Figure 1. Cell area per tile.
Drawn at 2 px/um. 15 x 15 tiles, from white (low) to dark blue (high), 0 to 100% covered.
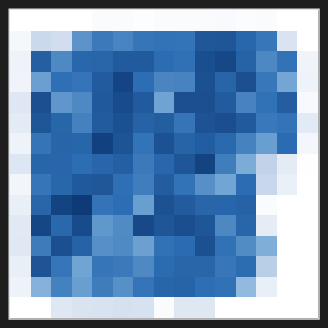
Figure 2. Signal wires on met4.
Drawn at 4 px/um. Supply wires on this layer in gray. Cells faint in the background.
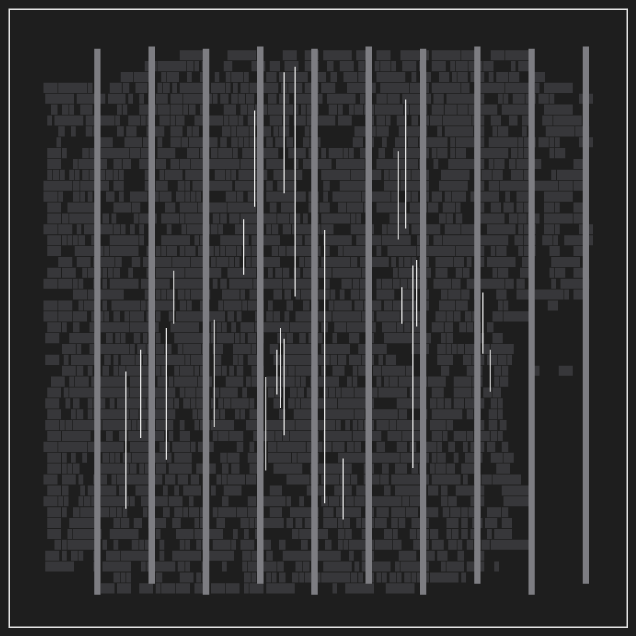
Figure 3. Clock nets.
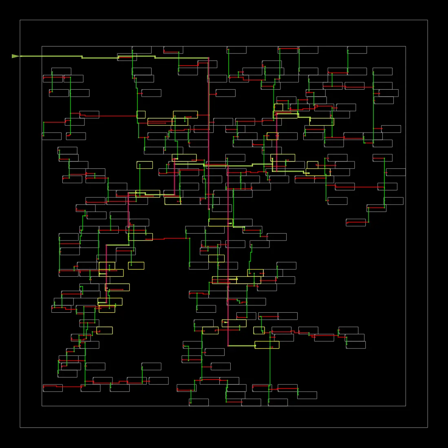
Figure 4. Wiring by layer.
Drawn at 3 px/um.
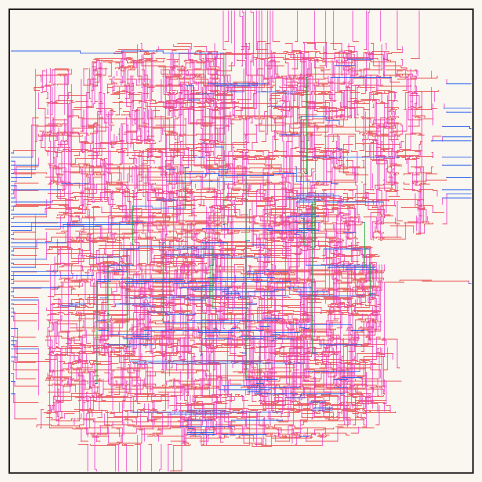
`config.mk`:
```
export PLATFORM = sky130hd
export DESIGN_NAME = synthesijer_fdiv32_seq_flat
export DESIGN_NICKNAME = d
export VERILOG_FILES = /design/src/rtl/synthesijer_fdiv32_seq_if.sv /design/src/rtl/synthesijer_fdiv32_seq.sv /design/src/flat_wrapper.sv
export SDC_FILE = /design/constraint.sdc
export NUM_CORES = 1
export LEC_CHECK = 0
export ABC_CLOCK_PERIOD_IN_PS = 6900
export CORE_MARGIN = 8
export CORE_UTILIZATION = 59
export CTS_CLUSTER_SIZE = 10
export DETAILED_ROUTE_END_ITERATION = 12
export PLACE_DENSITY = 0.83
export SKIP_CTS_REPAIR_TIMING = 1
export SYNTH_ARGS = -nofsm -noshare
export SYNTH_HDL_FRONTEND = slang
export SYNTH_SLANG_ARGS = --single-unit
```
`constraint.sdc`:
```
create_clock -name clk -period 6.9 [get_ports clk]
set_input_delay 1.035 -clock clk [delete_from_list [all_inputs] [get_ports clk]]
set_output_delay 1.035 -clock clk [all_outputs]
set_load 0.05 [all_outputs]
```
`src/rtl/synthesijer_fdiv32_seq_if.sv`:
```
`default_nettype none
// +----------------------------------------------------------------------+
// | synthesijer_fdiv32_seq_if : operand/result handshake for the divider |
// | rev 1.0                                                              |
// +----------------------------------------------------------------------+
interface synthesijer_fdiv32_seq_if;
  logic [31:0] a;
  logic [31:0] b;
  logic        nd;
  logic [31:0] result;
  logic        valid;
  logic        busy;

  modport master (output a, output b, output nd, input result, input valid, input busy);
  modport slave  (input a, input b, input nd, output result, output valid, output busy);
endinterface
`default_nettype wire

```
`src/rtl/synthesijer_fdiv32_seq.sv`:
```
`default_nettype none
// +----------------------------------------------------------------------+
// | synthesijer_fdiv32_seq : iterative binary32 divider, 29-cycle result |
// | rev 1.0                                                              |
// +----------------------------------------------------------------------+
module synthesijer_fdiv32_seq (
  input  wire logic               clk,
  input  wire logic               reset,
  synthesijer_fdiv32_seq_if.slave bus
);
  typedef enum logic [2:0] {
    IDLE   = 3'd0,
    UNPACK = 3'd1,
    DIV    = 3'd2,
    ROUND  = 3'd3,
    DONE   = 3'd4
  } state_t;

  localparam logic [31:0] c_qnan     = 32'h7FC0_0000;
  localparam logic [4:0]  c_div_last = 5'd25;

  state_t             r_state;
  logic [31:0]        r_a;
  logic [31:0]        r_b;
  logic [4:0]         r_cnt;
  logic [23:0]        r_mb;
  logic [25:0]        r_rem;
  logic [25:0]        r_q;
  logic signed [9:0]  r_exp;
  logic               r_sign;
  logic               r_special;
  logic [31:0]        r_special_val;
  logic [31:0]        r_result;
  logic               r_valid;
  logic               r_busy;

  // Operand decode from the captured operands
  logic [7:0]  w_ea, w_eb;
  logic [22:0] w_fa, w_fb;
  logic [23:0] w_ma, w_mb;
  logic        w_a_zero, w_b_zero, w_a_inf, w_b_inf, w_a_nan, w_b_nan;
  logic        w_sign, w_swap;
  logic [25:0] w_rem0;
  logic [9:0]  w_exp0;
  logic        w_special;
  logic [31:0] w_special_val;

  assign w_ea     = r_a[30:23];
  assign w_eb     = r_b[30:23];
  assign w_fa     = r_a[22:0];
  assign w_fb     = r_b[22:0];
  assign w_a_zero = (w_ea == 8'd0);
  assign w_b_zero = (w_eb == 8'd0);
  assign w_a_inf  = (w_ea == 8'hFF) && (w_fa == 23'd0);
  assign w_b_inf  = (w_eb == 8'hFF) && (w_fb == 23'd0);
  assign w_a_nan  = (w_ea == 8'hFF) && (w_fa != 23'd0);
  assign w_b_nan  = (w_eb == 8'hFF) && (w_fb != 23'd0);
  assign w_sign   = r_a[31] ^ r_b[31];
  assign w_ma     = w_a_zero ? 24'd0 : {1'b1, w_fa};
  assign w_mb     = w_b_zero ? 24'd0 : {1'b1, w_fb};
  // Pre-shifting the dividend keeps the quotient in [1,2)
  assign w_swap   = (w_ma < w_mb);
  assign w_rem0   = w_swap ? {1'b0, w_ma, 1'b0} : {2'b00, w_ma};
  assign w_exp0   = {2'b00, w_ea} - {2'b00, w_eb} + 10'd127 - {9'd0, w_swap};

  always_comb begin
    w_special     = 1'b1;
    w_special_val = c_qnan;
    if (w_a_nan || w_b_nan || (w_a_zero && w_b_zero) || (w_a_inf && w_b_inf))
      w_special_val = c_qnan;
    else if (w_a_inf || w_b_zero)
      w_special_val = {w_sign, 8'hFF, 23'd0};
    else if (w_b_inf || w_a_zero)
      w_special_val = {w_sign, 31'd0};
    else
      w_special = 1'b0;
  end

  // One restoring step per DIV cycle
  logic        w_ge;
  logic [25:0] w_rem_sel;
  logic [25:0] w_rem_next;

  assign w_ge       = (r_rem >= {2'b00, r_mb});
  assign w_rem_sel  = w_ge ? (r_rem - {2'b00, r_mb}) : r_rem;
  assign w_rem_next = w_rem_sel << 1;

  // Round-to-nearest-even on q = 24 significand bits, guard, round
  logic              w_guard, w_sticky, w_up, w_carry;
  logic [24:0]       w_sig;
  logic signed [9:0] w_exp_r;
  logic [31:0]       w_round_result;

  assign w_guard  = r_q[1];
  assign w_sticky = r_q[0] | (r_rem != 26'd0);
  assign w_up     = w_guard & (w_sticky | r_q[2]);
  assign w_sig    = {1'b0, r_q[25:2]} + {24'd0, w_up};
  assign w_carry  = (w_sig[24:23] == 2'b10);
  assign w_exp_r  = r_exp + {9'd0, w_carry};

  always_comb begin
    w_round_result = {r_sign, w_exp_r[7:0], w_sig[22:0]};
    if (r_special)
      w_round_result = r_special_val;
    else if (w_exp_r >= 10'sd255)
      w_round_result = {r_sign, 8'hFF, 23'd0};
    else if (w_exp_r <= 10'sd0)
      w_round_result = {r_sign, 31'd0};
  end

  always_ff @(posedge clk) begin
    if (!reset) begin
      r_state       <= IDLE;
      r_a           <= 32'd0;
      r_b           <= 32'd0;
      r_cnt         <= 5'd0;
      r_mb          <= 24'd0;
      r_rem         <= 26'd0;
      r_q           <= 26'd0;
      r_exp         <= 10'sd0;
      r_sign        <= 1'b0;
      r_special     <= 1'b0;
      r_special_val <= 32'd0;
      r_result      <= 32'd0;
      r_valid       <= 1'b0;
      r_busy        <= 1'b0;
    end else begin
      r_valid <= 1'b0;
      case (r_state)
        IDLE: begin
          if (bus.nd) begin
            r_a     <= bus.a;
            r_b     <= bus.b;
            r_busy  <= 1'b1;
            r_state <= UNPACK;
          end
        end
        UNPACK: begin
          r_mb          <= w_mb;
          r_rem         <= w_rem0;
          r_exp         <= w_exp0;
          r_sign        <= w_sign;
          r_special     <= w_special;
          r_special_val <= w_special_val;
          r_q           <= 26'd0;
          r_cnt         <= 5'd0;
          r_state       <= DIV;
        end
        DIV: begin
          r_q   <= {r_q[24:0], w_ge};
          r_rem <= w_rem_next;
          if (r_cnt == c_div_last) begin
            r_cnt   <= 5'd0;
            r_state <= ROUND;
          end else begin
            r_cnt <= r_cnt + 5'd1;
          end
        end
        ROUND: begin
          r_result <= w_round_result;
          r_valid  <= 1'b1;
          r_state  <= DONE;
        end
        DONE: begin
          r_busy  <= 1'b0;
          r_state <= IDLE;
        end
        default: begin
          r_busy  <= 1'b0;
          r_state <= IDLE;
        end
      endcase
    end
  end

  assign bus.result = r_result;
  assign bus.valid  = r_valid;
  assign bus.busy   = r_busy;
endmodule
`default_nettype wire

```
`src/flat_wrapper.sv`:
```
// flat-port wrapper written by rule: the top's interface ports become plain ports
module synthesijer_fdiv32_seq_flat 
  (clk, reset, bus_a, bus_b, bus_nd, bus_result, bus_valid, bus_busy);
  synthesijer_fdiv32_seq_if bus_i ();
  input  wire logic clk;
  input  wire logic reset;
  input wire logic [$bits(bus_i.a)-1:0] bus_a;
  input wire logic [$bits(bus_i.b)-1:0] bus_b;
  input wire logic [$bits(bus_i.nd)-1:0] bus_nd;
  output wire logic [$bits(bus_i.result)-1:0] bus_result;
  output wire logic [$bits(bus_i.valid)-1:0] bus_valid;
  output wire logic [$bits(bus_i.busy)-1:0] bus_busy;
  assign bus_i.a = bus_a;
  assign bus_i.b = bus_b;
  assign bus_i.nd = bus_nd;
  assign bus_result = bus_i.result;
  assign bus_valid = bus_i.valid;
  assign bus_busy = bus_i.busy;
  synthesijer_fdiv32_seq u_core (.clk(clk), .reset(reset), .bus(bus_i));
endmodule
```
==> impl_metrics.toml <==
# synthesis and place-and-route metrics
[synth]
topCombFamilyByArea = "simple AND/OR/NAND/NOR gates"
syn_area_um2 = 11250
yosys-stat-area_um2 = 11250
syn_nets = 1582
yosysUniqueCellTypes = 78
synthArstFlopShare_pct = 0
ys_sh_simple_pct = 23.43
edf_count = 0
yosysTopAreaCellShare_pct = 35.05
synthMuxAreaShare_pct = 1.935
area_leaders = "dfxtp_1 (35%), nand2_1 (8.4%), ha_1 (7.7%)"

[setup_path]
cp-startpoint = "u_core.r_a[27]"
crit_path_end = "u_core.r_exp[7]"
r2r-end = "u_core.r_exp[7]"
cp_num_buf_inv = 1
r2r-start = "u_core.r_a[27]"
end_kind = "flip-flop"
critPathKind = "reg2reg"
crit_family = "simple AND/OR/NAND/NOR gates"
reg2regPathDepth = 21

[floorplan]
num_rows = 50
die_y_um = 154.1
io_pins = 101
core_um2 = 18710
initCoreUtil_pct = 60.16

[clock_network]
clk_pin_slew_ps = 80
cts_root_buf = "clkbuf_16"
clockBufferDepth = 2
clk_latency_ps = 440

[flow_run]
cap_violations = 0
log.warning_count = 28

[power_and_ir_drop]
leakage_nw = 5.036
power_mw = 3.953
p_sw_mw = 1.587
clkPwrFrac_pct = 26.3
pwr-share-comb_pct = 40.3
irDropWorstVdd_mv = 0.2274
pg_comb_mw = 1.59

[final_layout]
layout.nets = 1629
fillers = 1505
layout_top_cells = "nand2_1 (252), dfxtp_1 (197), a21oi_1 (157)"

[global_routing]
gr-max-usage-layer = "met2"
met1_usage_pct = 32.09
grt_pass1_wl_um = 48750
use_met3_pct = 4.709
antenna_found_initial = 0
grt_pass1_vias = 9997
grt-ovfl-total = 0
grt_max_degree = 84

[worst_hold_path]
hold_end = "u_core.r_mb[19]"
min_from = "u_core.r_mb[19]"
worst_hold_path.num_cells = 2

[sta]
hold_viol_final = 0
period_used_pct = 76.44
setup_ws_ps = 1626
timing.slew.headroom_pct = 23.99

[outcome]
status = "complete, no violations"

[placement]
dpl.hpwl_um = 21360
io_buffers = 100
dp_slack_ps = 1687
routabilityCongestion = 0.9631

[drt]
routed_via_density = 6.069
Back to the opening pictures, Figure 1:
mean over tiles: 53%
nearly empty tiles: 12%
fullest tile: 96%
tiles over 75% full: 38%

Back to the opening pictures, Figure 2:
wire length on this layer: 567 um
share of all routed wire: 1.9%
main direction: vertical
nets with wire on the layer: 16

Back to the opening pictures, Figure 3:
Clock net power: 1.04 mW
TritonCTS Buffers: 17
clk sink count: 197
clk_skew: 13.78 ps

Back to the opening pictures, Figure 4:
[blue] M3 | wire length: 2,180 um
[magenta] M2 | wire length: 13,600 um
[green] M4 | wire length: 567 um
[red] M1 | wire length: 13,100 um
all-layer global routing usage: 24.45%
Routed Wire Length: 29,500 um
drt wl/cell: 16.99 um
Vias: 10,540

-- state kept, by name, indices dropped and copies added, names as in the netlist --
name,count
u_core.r_a,32
u_core.r_sign,1
u_core.r_mb,24
u_core.bus.valid,1
u_core.r_b,32
u_core.r_cnt,5
u_core.r_state,3
u_core.r_exp,10
u_core.bus.busy,1
u_core.bus.result,32
u_core.r_special_val,3
u_core.r_q,26
u_core.r_rem,26
u_core.r_special,1
-- per-stage QoR --
step | instance area [um2] | cells | hold WS, ps
after detailed placement | 12290 | 1705 | 448.2
final | 12930 | 1737 | 458.3
after global routing | 12930 | 1737 | 475.4
after floorplan | 11250 | 1443 | 431.6
after global placement | 12290 | 1705 | 440.0
after CTS | 12930 | 1737 | 459.3
-- metal layers --
metal | share of wire [%] | wire length [um] | vias to the layer above
met5 | 0 | 0 | -
met4 | 1.9 | 567 | 0
met3 | 7.4 | 2183 | 51
met2 | 46 | 13610 | 385
met1 | 45 | 13140 | 4930
li1 | - | - | 5176
-- layout make-up --
| class | instances | area (um2) | share of cell area (%) |
|---|---|---|---|
| multi-input combinational | 1093 | 6700 | 51.82 |
| sequential | 197 | 3944 | 30.50 |
| timing repair buffer | 112 | 1091 | 8.439 |
| clock buffer | 17 | 425.4 | 3.290 |
| tap | 234 | 292.8 | 2.265 |
| inverter | 69 | 261.5 | 2.023 |
| clock inverter | 15 | 214.0 | 1.655 |
-- worst reg2reg max path, stage by stage (launching register included) --
cell      delay (ps)
dfxtp_1          340
nor4_1           340
nand2_1          680
and2_1           480
ha_1             300
a21oi_1          150
o21ai_0          120
a211oi_1         230
o21ai_0          280
a21oi_4          200
inv_1            100
ha_1             210
ha_1             210
fa_1             400
a21o_1           170
a21oi_1          240
nor2b_1           80
o21a_1           180
nor2_1           120
xnor2_1          140
nand2_1           70
a21oi_1          150
No activity file was given, so power comes from the tool's default toggle rates.
